==> config.mk <==
export PLATFORM = sky130hd
export DESIGN_NAME = baud_generator_frac
export DESIGN_NICKNAME = d
export VERILOG_FILES = /design/src/rtl/baud_generator_frac.sv
export SDC_FILE = /design/constraint.sdc
export NUM_CORES = 1
export LEC_CHECK = 0
export CAP_MARGIN = 15
export CORE_MARGIN = 2
export CORE_UTILIZATION = 35
export CTS_BUF_LIST = sky130_fd_sc_hd__clkbuf_8
export CTS_CLUSTER_DIAMETER = 40
export DETAILED_ROUTE_END_ITERATION = 8
export GPL_ROUTABILITY_DRIVEN = 0
export PLACE_DENSITY_LB_ADDON = 0.25
export SLEW_MARGIN = 10
export SYNTH_ARGS = -nofsm -noshare
export SYNTH_HDL_FRONTEND = slang
export SYNTH_SLANG_ARGS = --single-unit
==> constraint.sdc <==
create_clock -name clk -period 8.1 [get_ports clk]
set_clock_uncertainty 0.1 [all_clocks]
set_input_delay 1.62 -clock clk [delete_from_list [all_inputs] [get_ports clk]]
set_output_delay 1.62 -clock clk [all_outputs]
set_load 0.02 [all_outputs]
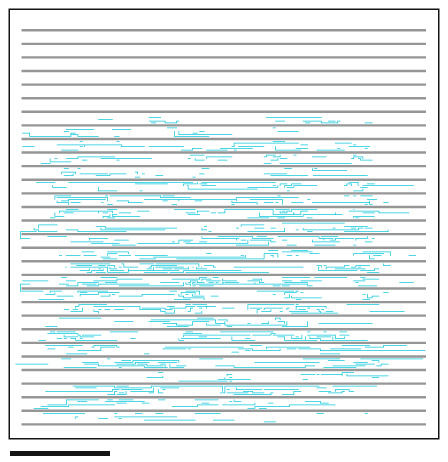
**Above:** run 1 (signal wires on met1).
Bar = 20 um. Supply wires on this layer in grey.
The layer holds 50% of the routed length. 261 nets have wire on it. The longest straight run is 24.8 um. The wires run mostly horizontal.
met1 track utilization from global routing: 20.6%
overall via count from detail_route: 1,784

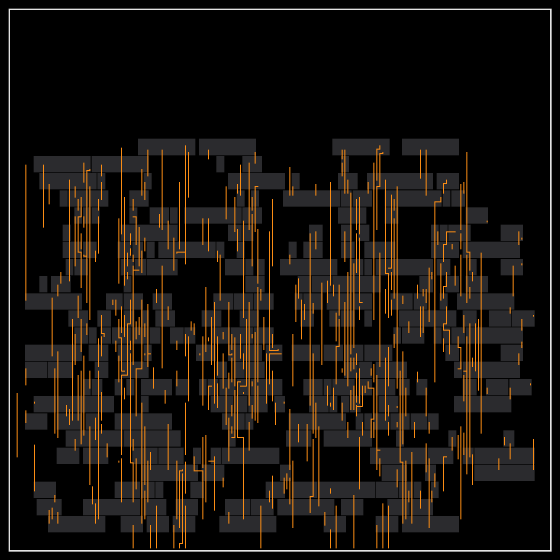
**Above:** run 1 (met2 routing).
235 nets have wire on it. The wires run mostly vertical. The layer carries 2,230 um of wire.
met2 layer usage reported by global route: 23.7%
Detailed Route WL: 4.93 mm

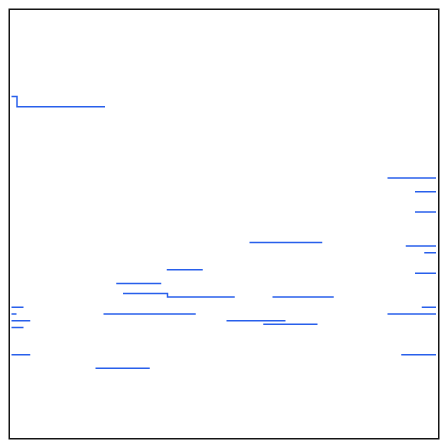
**Above:** run 1 (the metal 3 layer).
The wires run mostly horizontal. The layer carries 195 um of wire. The longest straight run is 18.2 um. 23 nets have wire on it. The layer holds 4.0% of the routed length.
met3 track demand over resource: 3.08%

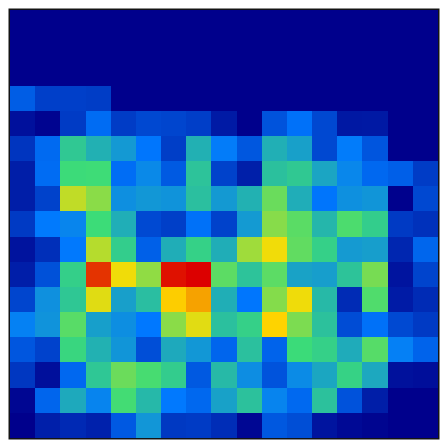
**Above:** run 1 (signal metal coverage by tile).
The die is cut into 17 by 17 equal tiles; dark blue is low, red is high, scaled to the fullest tile. Values are wire area over tile area, all layers added.
The fullest tile reaches 0.45. 28% of the tiles are nearly empty. The emptiest ninth of the die: top right. The densest ninth of the die: middle. 12% of the tiles are over half the peak. The mean over all tiles is 0.10.
Tot GR Track Use: 15.0%
mean routed wirelength per cell: 14.3 um

==> flow_summary.html, run 1 <==
<h2>Implementation results</h2>
<table>
<tr><th>Metric</th><th>Value</th></tr>
<tr><th colspan="2">GRT</th></tr>
<tr><td>Number of antenna violations at the first check in global routing</td><td>0</td></tr>
<tr><th colspan="2">Synth</th></tr>
<tr><td>Ys cells</td><td>237</td></tr>
<tr><td>Register share after synthesis</td><td>43.0%</td></tr>
<tr><td>Count of yosys warnings during synthesis</td><td>0</td></tr>
<tr><td>YS chip area</td><td>2330 um^2</td></tr>
<tr><td>Number of distinct library cells after synthesis</td><td>slightly above 40</td></tr>
<tr><th colspan="2">Outcome</th></tr>
<tr><td>Run status</td><td>complete, no violations</td></tr>
<tr><th colspan="2">Clock network</th></tr>
<tr><td>Root Buffer</td><td>sky130_fd_sc_hd__clkbuf_8</td></tr>
<tr><td>Clock-pin slew of the registers on the worst-case setup and hold paths</td><td>0.07 ns</td></tr>
<tr><th colspan="2">Finish</th></tr>
<tr><td>Sequential cell count</td><td>40</td></tr>
<tr><td>Nonclk inv count</td><td>6</td></tr>
<tr><td>Share of final-layout standard cells stronger than drive strength 1</td><td>10.5%</td></tr>
<tr><th colspan="2">Floorplan</th></tr>
<tr><td>Placeable core region</td><td>approximately 6400 um^2</td></tr>
<tr><td>Overall die area</td><td>7340 um^2</td></tr>
<tr><td>Total number of tap cells</td><td>77</td></tr>
<tr><th colspan="2">Final timing</th></tr>
<tr><td>Slew headroom</td><td>38.8%</td></tr>
<tr><td>RSZ-0062 raised after global routing</td><td>no</td></tr>
<tr><td>Slack of the critical path</td><td>roughly 4.4 ns</td></tr>
<tr><th colspan="2">Worst setup path</th></tr>
<tr><td>Nature of the critical path startpoint</td><td>input port</td></tr>
<tr><th colspan="2">Detailed routing</th></tr>
<tr><td>Drt first pass iters</td><td>4</td></tr>
</table>
==> run 1: metal layers <==
metal  global-route usage [%]  wire length (um)
met1                     20.6              2460
met4                     5.34                41
met5                        0                 0
met2                     23.7              2230
met3                     3.08               195
==> run 1: through the flow <==
step	instance area (um^2)	utilization [%]
2_1_floorplan	2330	-
3_3_place_gp	2670	41.7
3_5_place_dp	2670	41.7
4_1_cts	2750	43.0
5_1_grt	2750	43.0
6_report	2750	43.0
==> run 1: report_power, final <==
part           internal, mW  switching, mW  leakage [nW]
Combinational        0.0303         0.0306         0.537
Clock                0.0575         0.0669        0.0519
Sequential            0.209         0.0133         0.520
Total                 0.296          0.111          1.11
==> run 1: cell usage in the layout (no fill, tap or decap), types with 3 or more instances in the layout <==
master                            Yosys  final
sky130_fd_sc_hd__xor2_1              16     16
sky130_fd_sc_hd__nor2b_1              3      3
sky130_fd_sc_hd__mux2i_1              6      6
sky130_fd_sc_hd__a21oi_1              5      5
sky130_fd_sc_hd__nor2_1              26     26
sky130_fd_sc_hd__ha_1                 3      3
sky130_fd_sc_hd__or3_1                3      3
sky130_fd_sc_hd__and3_1               7      7
sky130_fd_sc_hd__dfrtp_1             38     38
sky130_fd_sc_hd__mux2_2              12     12
sky130_fd_sc_hd__clkbuf_8             0      5
sky130_fd_sc_hd__nand2_1             23     23
sky130_fd_sc_hd__clkdlybuf4s50_1      0     26
sky130_fd_sc_hd__o21ai_0              9      9
sky130_fd_sc_hd__nand2b_1             6      6
sky130_fd_sc_hd__inv_1                6      9
sky130_fd_sc_hd__nand3b_1             4      4
sky130_fd_sc_hd__nand3_1              9      9
sky130_fd_sc_hd__nor4_1               9      9
sky130_fd_sc_hd__xnor2_1             18     18
sky130_fd_sc_hd__nand4_1              5      5
==> run 2, diff against run 1 <==
Clock period 8.1 ns to 3.65 ns, I/O delays scaled along.
==> run 2 against run 1 <==
  * Die size did not move
  * Routed wire length is 1.4% lower
  * Register-to-register slack lost 4.1 ns
  * Sequential cell count unchanged
  * Sequential share of layout area down 0.75 points
  * Cell count increased by 1.7%
  * Core utilization increased by 0.90 points
  * Sequential power increased by 120%
  * Clock power is 120% higher
  * Count of clock-buffer cells in the layout stayed put
  * Global-route usage fell by 0.79 points
  * Largest cell class unchanged
==> flow_summary.html, run 2 <==
<h2>Implementation results</h2>
<table>
<tr><th>Metric</th><th>Value</th></tr>
<tr><th colspan="2">Synth</th></tr>
<tr><td>Ys cells</td><td>237 (unchanged)</td></tr>
<tr><td>Count of yosys warnings during synthesis</td><td>0 (unchanged)</td></tr>
<tr><td>YS chip area</td><td>2330 um^2 (unchanged)</td></tr>
<tr><td>Number of distinct library cells after synthesis</td><td>41 (unchanged)</td></tr>
<tr><td>Register share after synthesis</td><td>43.0% (unchanged)</td></tr>
<tr><th colspan="2">Placed design</th></tr>
<tr><td>Count of input and output buffers</td><td>27 (unchanged)</td></tr>
<tr><th colspan="2">Floorplan</th></tr>
<tr><td>Overall die area</td><td>7340 um^2 (unchanged)</td></tr>
<tr><td>Placeable core region</td><td>6390 um^2 (unchanged)</td></tr>
<tr><th colspan="2">Clock network</th></tr>
<tr><td>Root Buffer</td><td>sky130_fd_sc_hd__clkbuf_8 (unchanged)</td></tr>
<tr><td>Clock-pin slew of the registers on the worst-case setup and hold paths</td><td>0.07 ns (about the same)</td></tr>
<tr><th colspan="2">Finish</th></tr>
<tr><td>Non-filler cells, final</td><td>350 (was 344)</td></tr>
<tr><td>Fraction of the core area covered by cells at the end of the flow</td><td>43.9% (was 43.0%)</td></tr>
<tr><td>Share of final-layout standard cells stronger than drive strength 1</td><td>12.5% (was 10.5%)</td></tr>
<tr><td>Most instantiated logic cell after routing</td><td>sky130_fd_sc_hd__dfrtp_1 (unchanged)</td></tr>
<tr><td>Top cells excl fill/tap</td><td>sky130_fd_sc_hd__dfrtp_1, sky130_fd_sc_hd__nor2_1, sky130_fd_sc_hd__clkdlybuf4s50_1, sky130_fd_sc_hd__nand2_1, sky130_fd_sc_hd__xnor2_1 (unchanged)</td></tr>
<tr><th colspan="2">Worst setup path</th></tr>
<tr><td>Nature of the critical path startpoint</td><td>flop (was input port)</td></tr>
<tr><th colspan="2">Power</th></tr>
<tr><td>Total chip power</td><td>0.909 mW (was 0.407 mW)</td></tr>
<tr><th colspan="2">Final timing</th></tr>
<tr><td>Time the final worst path needs with I/O delays and setup</td><td>approximately 3.3 ns</td></tr>
<tr><td>RSZ-0062 raised after global routing</td><td>no (unchanged)</td></tr>
<tr><td>Slew headroom</td><td>39.8% (was 38.8%)</td></tr>
<tr><th colspan="2">Detailed routing</th></tr>
<tr><td>Drt first pass iters</td><td>4 (unchanged)</td></tr>
<tr><th colspan="2">Outcome</th></tr>
<tr><td>Run status</td><td>complete, no violations (unchanged)</td></tr>
<tr><th colspan="2">GRT</th></tr>
<tr><td>Number of antenna violations at the first check in global routing</td><td>0 (unchanged)</td></tr>
</table>
[run 2: netlist changes by cell type in the layout (fill, tap and decap cells not counted)]
cell and change:
sky130_fd_sc_hd__buf_12 +1, sky130_fd_sc_hd__buf_4 +5
[run 2: cell type report]
| type | count | area [um^2] | area share [%] |
|---|---|---|---|
| clock buffers | 5 | 68.8 | 2.46 |
| multi-input cells | 186 | 1280 | 45.6 |
| repair buffers | 33 | 323 | 11.5 |
| well taps | 77 | 96.3 | 3.44 |
| inverters | 6 | 22.5 | 0.804 |
| clock inverters | 3 | 11.3 | 0.402 |
| flip-flops and latches | 40 | 1000 | 35.8 |
[run 2: kinds of logic (layout without fill, tap and decap cells)]
logic type      Yosys count  after routing  share of synthesized area [%]
flops                    40             40                           43.0
compound gates           24             24                           7.08
fa+ha+maj                 3              3                           1.61
simple gates            107            107                           24.9
xor+xnor                 34             34                           12.8
buf+inv                  11             47                           2.25
mux                      18             18                           8.36
[run 2: metal layers]
layer / track usage (%) / wire (um)
met5: 0 / 0
met1: 20.4 / 2490
met2: 22.2 / 2170
met4: 3.46 / 41
met3: 2.98 / 154
[run 2: through the flow]
step | instance area (um^2) | worst slack [ns]
floorplan | 2330 | 0.532
global placement | 2720 | 0.326
detailed placement | 2720 | 0.346
CTS | 2800 | 0.338
global route | 2800 | 0.0793
finish | 2800 | 0.344
[run 2: where the power goes]
group	total (mW)	internal (mW)	switching, mW	leakage [nW]
registers	0.491	0.463	0.0277	0.520
logic	0.145	0.0736	0.0711	0.572
clock network	0.274	0.128	0.146	0.0519
total	0.909	0.664	0.245	1.14
[run 2: worst max-delay path, delay by kind of cell, from the launching register on]
kind	cells	cell delay (ns)
adders and majority gates	1	0.29
AOI/OAI and AO/OA	3	0.73
DFF	1	0.45
and+or+nand+nor	6	1.64
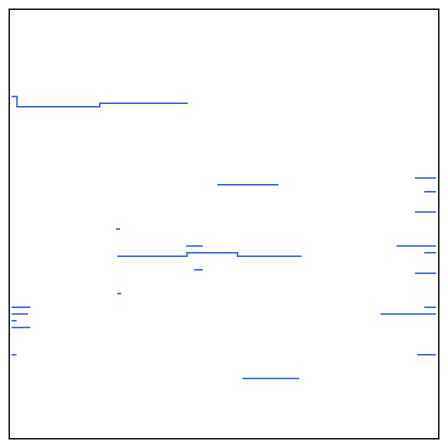
**Above:** run 2 (the metal 3 layer).
The layer holds 3.2% of the routed length. 19 nets have wire on it.
overall via count from detail_route: 1,762
met3 track demand over resource: 2.98%
Detailed Route WL: 4.86 mm

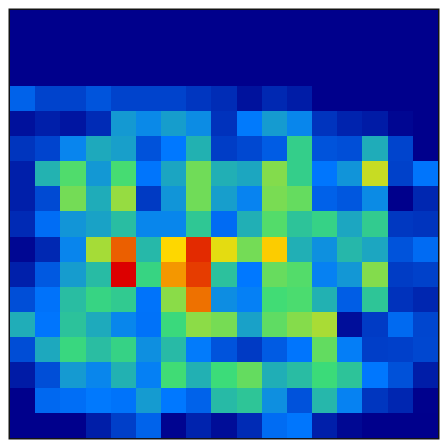
**Above:** run 2 (signal metal coverage by tile).
The die is cut into 17 by 17 equal tiles; dark blue is low, red is high, scaled to the fullest tile. Values are wire area over tile area, all layers added.
The densest ninth of the die: middle. The emptiest ninth of the die: top right. 25% of the tiles are nearly empty. 13% of the tiles are over half the peak.
Tot GR Track Use: 14.3%
mean routed wirelength per cell: 13.9 um

Power is estimated from default activity; no workload was simulated.
